<file path="src/rtl/fetch_unit.sv">
// fetch_unit: two-word instruction fetch stage of the OrgaSmall core.
// Reads hi at pc, lo at pc+1, hands the pair to the decoder, advances pc by 2.
module fetch_unit #(
    parameter int WORD_SIZE = 8,
    parameter int ADDR_BITS = 8
) (
    input  logic                 clk,
    input  logic                 rst,
    output logic [ADDR_BITS-1:0] mem_addr,
    output logic                 mem_rd,
    input  logic [WORD_SIZE-1:0] mem_rdata,
    input  logic                 mem_ready,
    output logic [WORD_SIZE-1:0] inst_hi,
    output logic [WORD_SIZE-1:0] inst_lo,
    output logic [ADDR_BITS-1:0] inst_addr,
    output logic                 inst_valid,
    input  logic                 inst_ready,
    input  logic                 pc_load,
    input  logic [ADDR_BITS-1:0] pc_target,
    input  logic                 halt,
    output logic [ADDR_BITS-1:0] pc
);

    typedef enum logic [1:0] {
        REQ_HI = 2'd0,
        REQ_LO = 2'd1,
        HOLD   = 2'd2
    } state_t;

    localparam logic [ADDR_BITS-1:0] PC_ONE = ADDR_BITS'(1);
    localparam logic [ADDR_BITS-1:0] PC_TWO = ADDR_BITS'(2);

    state_t               state_q, state_d;
    logic [ADDR_BITS-1:0] pc_q, pc_d;
    logic [ADDR_BITS-1:0] addr_q, addr_d;
    logic [WORD_SIZE-1:0] hi_q, hi_d;
    logic [WORD_SIZE-1:0] lo_q, lo_d;
    logic                 valid_q, valid_d;

    // State and instruction registers; reset clears everything in flight.
    always_ff @(posedge clk) begin
        if (rst) begin
            state_q <= REQ_HI;
            pc_q    <= '0;
            addr_q  <= '0;
            hi_q    <= '0;
            lo_q    <= '0;
            valid_q <= 1'b0;
        end else begin
            state_q <= state_d;
            pc_q    <= pc_d;
            addr_q  <= addr_d;
            hi_q    <= hi_d;
            lo_q    <= lo_d;
            valid_q <= valid_d;
        end
    end

    // Next-state and memory request; a redirect overrides any capture.
    always_comb begin
        state_d  = state_q;
        pc_d     = pc_q;
        addr_d   = addr_q;
        hi_d     = hi_q;
        lo_d     = lo_q;
        valid_d  = valid_q;
        mem_rd   = 1'b0;
        mem_addr = pc_q;

        unique case (state_q)
            REQ_HI: begin
                if (!halt) begin
                    mem_rd = 1'b1;
                    if (mem_ready) begin
                        hi_d    = mem_rdata;
                        state_d = REQ_LO;
                    end
                end
            end
            REQ_LO: begin
                mem_rd   = 1'b1;
                mem_addr = pc_q + PC_ONE;
                if (mem_ready) begin
                    lo_d    = mem_rdata;
                    addr_d  = pc_q;
                    pc_d    = pc_q + PC_TWO;
                    valid_d = 1'b1;
                    state_d = HOLD;
                end
            end
            HOLD: begin
                if (inst_ready) begin
                    valid_d = 1'b0;
                    state_d = REQ_HI;
                end
            end
            default: begin
                valid_d = 1'b0;
                state_d = REQ_HI;
            end
        endcase

        if (pc_load) begin
            pc_d    = pc_target;
            addr_d  = addr_q;
            hi_d    = hi_q;
            lo_d    = lo_q;
            valid_d = 1'b0;
            state_d = REQ_HI;
        end
    end

    assign inst_hi    = hi_q;
    assign inst_lo    = lo_q;
    assign inst_addr  = addr_q;
    assign inst_valid = valid_q;
    assign pc         = pc_q;

endmodule

</file>
<file path="config.mk">
export PLATFORM = sky130hd
export DESIGN_NAME = fetch_unit
export DESIGN_NICKNAME = d
export VERILOG_FILES = /design/src/rtl/fetch_unit.sv
export SDC_FILE = /design/constraint.sdc
export NUM_CORES = 1
export LEC_CHECK = 0
export CAP_MARGIN = 20
export CELL_PAD_IN_SITES_DETAIL_PLACEMENT = 0
export CELL_PAD_IN_SITES_GLOBAL_PLACEMENT = 1
export CORE_MARGIN = 2
export CORE_UTILIZATION = 33
export CTS_CLUSTER_DIAMETER = 100
export DETAILED_ROUTE_END_ITERATION = 7
export PLACE_DENSITY_LB_ADDON = 0.1
export SYNTH_ARGS = -nofsm -noshare
export SYNTH_HDL_FRONTEND = slang
export SYNTH_SLANG_ARGS = --single-unit
</file>
<file path="constraint.sdc">
create_clock -name clk -period 4.2 [get_ports clk]
set_clock_uncertainty 0.2 [all_clocks]
set_input_delay 0.63 -clock clk [delete_from_list [all_inputs] [get_ports clk]]
set_output_delay 0.63 -clock clk [all_outputs]
set_load 0.005 [all_outputs]
</file>
==> images/clk_routes.png <==
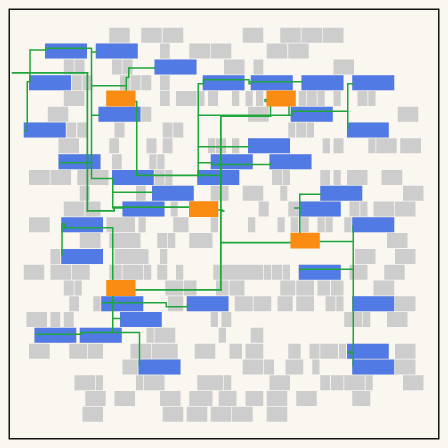
legend:
  orange:
    item: clock drivers
    count: 5
  green:
    item: clock wires
    length: 484 um
  blue:
    item: flip-flops
    count: 35
routed clock nets: 6

==> images/placement_by_type.png <==
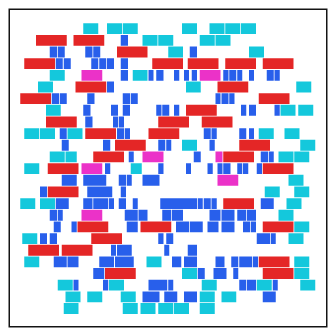
legend:
  magenta:
    class: clock drivers and dummy loads
    cells: 7
    share_of_their_area: 3.9%
  cyan:
    class: other buffers and delay cells
    cells: 65
    share_of_their_area: 29%
  blue:
    class: combinational and other logic
    cells: 143
    share_of_their_area: 36%
  red:
    class: flops
    cells: 35
    share_of_their_area: 31%

==> GITHUB_STEP_SUMMARY <==
## Implementation flow summary

| Metric | Value |
|---|---|
| GPL Wtd Cong | 0.709 |
| Row cnt | 25 |
| Log Warnings | 26 |
| Drt pass-1 iters | 4 |
| Status | completed |
| Drt total wl | 4.33 mm |
| Worst setup EP type | primary output |
| Gate Count Post-Synth | 195 |
| Part of the power in combinational logic | 0.134 |
| Register share after synthesis | 0.437 |
| P&R area growth vs syn | 44.9% |
| Post-DRT Antenna Nets | 0 |
| I/O Buffers | 63 |
| Max-area cell share | 0.437 |
| Int Pwr | 0.527 mW |
| Bufs on Longest Clock Path | 2 |
| Fin area | 0.00232 mm2 |
| Synth Area per Inst | 8.23 um2 |
| Critical Path End | mem_addr[7] |
| First-pass GRT wire length | 6.75 mm |
| Final Worst Setup Slack | 1100 ps |
| Top Ports | 64 |
| Die area | 0.00543 mm2 |
| Met2 usage in global routing | 0.223 |
| Met3 wire len | 207 um |
| Clk_lat worst skew | 290 ps |
| Top Metal Used | met4 |
| Number of global-route vias before repair | 1374 |
| R2r endpoint | inst_lo[4] |
| Unrepaired setup endpoints after global routing | false |
| Largest net degree at the start of global routing | 25 |
| Share of cells above drive strength 1 | 0.0520 |
| Leading area contributor after synthesis | dfxtp_1 |
| Final HPWL DP | 3.10 mm |
| Relative slew slack | 0.356 |
| Worst setup SP type | flip-flop |
| Cts repair resizes | 0 |
| Switching power | 0.170 mW |
| Worst R2R Start | state_q[1] |
| Pwr Density | 300 mW/mm2 |
| Registers, synthesis | 35 |
| Leakage power | 0.784 nW |
| Switch share | 0.244 |
| Total gr overflow | 0 |
| DR WL met2 | 1.84 mm |
| Gr busiest metal | met1 |
| Chip Area, Yosys | 0.00160 mm2 |
| CTS buffer count | 5 |
| Width of the die | 73.7 um |
| Antenna diode instance count | 0 |
| Hold buffer count at cts | 0 |
| Initial antenna violation count | 0 |
| DR DRC count | 0 |
| Pre-CTS setup slack | 1400 ps |
| Worst-path clk slew | 70 ps |
| Ys cells | 195 |
| Minimum clock period after layout | 3100 ps |
| Clk pwr share | 0.356 |
| Max Cap Violations | 0 |
| Clock Sinks | 35 |
| Yosys cell types | 35 |
| Critical path origin | pc[2] |
| CTS H-tree depth | 2 |
| Vias after detailed routing | 1536 |
| Die H | 73.7 um |
| Measured slew at the worst slew-check pin | 963 ps |
| Via density | 5.05 |
| Flop pwr share | 0.510 |
| Slew Limit Fails | 0 |
| Syn nets | 219 |
| Peak Freq | 0.322 GHz |
| Placeable Area | 0.00469 mm2 |
| GR Util met1 | 0.238 |
| Synth area leaders | dfxtp_1, nand2_1, a21oi_1 |
| Critical Path RT | 3370 ps |
| Post-Place Cell Area | 0.00224 mm2 |
| Setup_tns | 0 ps |
| Fp util | 0.342 |
| 1st-iter DRT viols | 74 |
| Fill count | 485 |
| TritonCTS clock tree | yes |
| R2r setup slk | 2310 ps |
| Worst R2R Path Depth | 3 |
| HP Start | inst_addr[0] |
| Setup Crit Path Kind | flip-flop to primary output |
| CP Data Arrival Time | 2270 ps |
| Hold Crit Class | flip-flop to flip-flop |
| Final setup viols | 0 |
| DRT met1 WL | 2.23 mm |
| Mapped Area | 0.00160 mm2 |
| IR drop worst, VDD | 0.191 mV |
| Worst Path Max Fanout | 8 |
| Hold Vio Cnt, Final | 0 |
| Postcts setup bufs | 0 |
| Root Driver | clkbuf_8 |
| Post-layout period usage | 0.738 |
| Synth warnings | 0 |
| Nets | 274 |
==> images/congestion.png <==
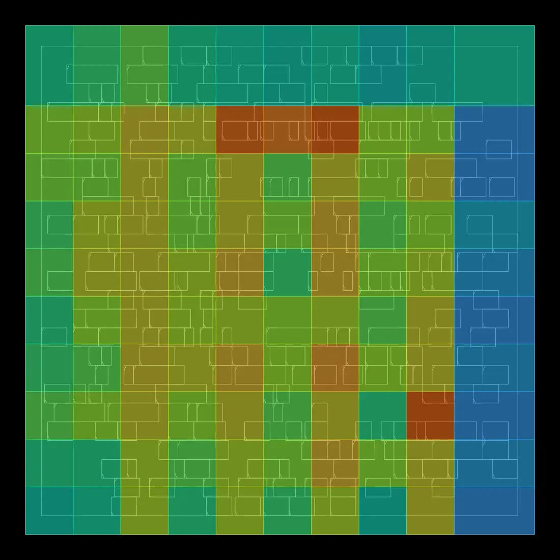
met3 GRT Util: 0.0590
All-Layer GR Usage: 0.164
drt wl/cell: 14.3 um
post-layout util: 0.495

==> images/io_placement.png <==
Pins as bars across the die edge, other pins in grey.
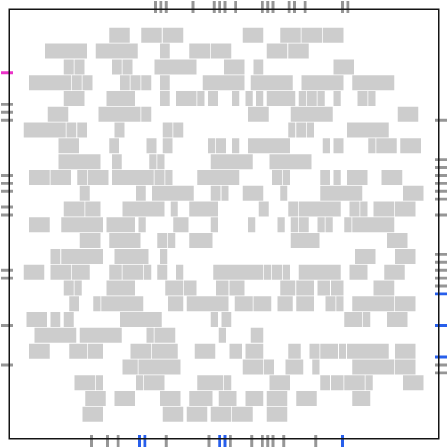
legend:
  blue:
    port: pc_target
    pins: 8
    direction: input
    edge: 5 bottom, 3 right
  magenta:
    port: clk
    pins: 1
    direction: input
    edge: left
all pins by edge: 18 right, 17 bottom, 16 top, 13 left

[critical path: stages, from the launching register on]
cell             delay (ps)
dfxtp_1                 500
ha_1                    340
nand4b_1                180
nor3_1                  290
xor2_1                  170
clkdlybuf4s50_1         510
[kinds of logic after synthesis]
group / share of synthesized area
and+or+nand+nor: 0.255
AOI/OAI and AO/OA: 0.162
DFF: 0.437
buffers and inverters: 0.0608
xor gates and xnor gates: 0.0437
muxes: 0.0257
adders and majority gates: 0.0156
[area by class of cell]
type / count / area, um2 / area share
inverter: 3 / 11.3 / 0.00484
timing repair buffer: 65 / 646 / 0.278
tap: 54 / 67.6 / 0.0291
clock inverter: 1 / 5.00 / 0.00215
clock buffer: 6 / 82.6 / 0.0355
sequential: 35 / 701 / 0.301
multi-input combinational: 140 / 812 / 0.349
[how the worst min path moves through the flow]
stage / end / slack, ps / cells after the start
2_1_floorplan: inst_addr[0] / 250 / 2
3_3_place_gp: inst_lo[0] / 240 / 2
3_5_place_dp: inst_lo[7] / 250 / 2
4_1_cts: inst_addr[0] / 260 / 2
5_1_grt: inst_addr[7] / 280 / 2
6_report: inst_addr[0] / 260 / 2
[cells in the final DEF, fill, tap and decap left out]
cell type and instances:
nor4bb_2 1, nand2_1 37, nand4b_4 1, ha_1 2, nor4b_2 1, nand4_1 2, xnor2_1 6, or3_1 3
and4_1 1, mux2i_1 3, a311oi_1 4, nor2b_1 1, or4_1 2, o21ai_1 1, a211oi_1 3, nand4bb_1 1
mux2_2 1, clkdlybuf4s50_1 63, clkbuf_8 6, xor2_1 2, or4b_1 1, nor2_1 10, nor4_1 2, buf_4 2
nand4b_1 1, inv_1 3, o21ai_0 11, and3_1 1, nor3_1 3, o31ai_1 1, clkinv_2 1, nand3_1 10
and3b_1 1, a21oi_1 27, dfxtp_1 35
[synthesized netlist by cell type]
cell type	n
nand2_1	37
dfxtp_1	35
a21oi_1	27
o21ai_0	11
nand3_1	10
nor2_1	10
clkbuf_1	9
xnor2_1	6
a311oi_1	4
buf_2	4
a211oi_1	3
inv_1	3
mux2i_1	3
nor3_1	3
or3_1	3
buf_6	2
clkbuf_2	2
ha_1	2
nand4_1	2
nor4_1	2
or4_1	2
xor2_1	2
and3_1	1
and3b_1	1
and4_1	1
mux2_2	1
nand4b_1	1
nand4b_4	1
nand4bb_1	1
nor2b_1	1
nor4b_2	1
nor4bb_1	1
o21ai_1	1
o31ai_1	1
or4b_1	1
[sequential cells by signal (all words and copies together), names as in the netlist]
name,flops
state_q,2
pc,8
inst_addr,8
inst_hi,8
inst_lo,8
inst_valid,1
[per-stage QoR]
| step | hold WS [ps] | power (mW) | std cells |
|---|---|---|---|
| after floorplan | 253 | 0.397 | 195 |
| after global placement | 243 | 0.458 | 297 |
| after detailed placement | 249 | 0.457 | 297 |
| after CTS | 258 | 0.703 | 304 |
| after global routing | 278 | 0.726 | 304 |
| final | 256 | 0.697 | 304 |
[power by group through the flow]
stage	Clock, mW	Combinational [mW]	Sequential [mW]
2_1_floorplan	0	0.0392	0.358
3_3_place_gp	0	0.0937	0.364
3_5_place_dp	0	0.0937	0.364
4_1_cts	0.252	0.0941	0.356
5_1_grt	0.267	0.101	0.358
6_report	0.248	0.0932	0.356
No activity file was given, so power comes from the tool's default toggle rates.
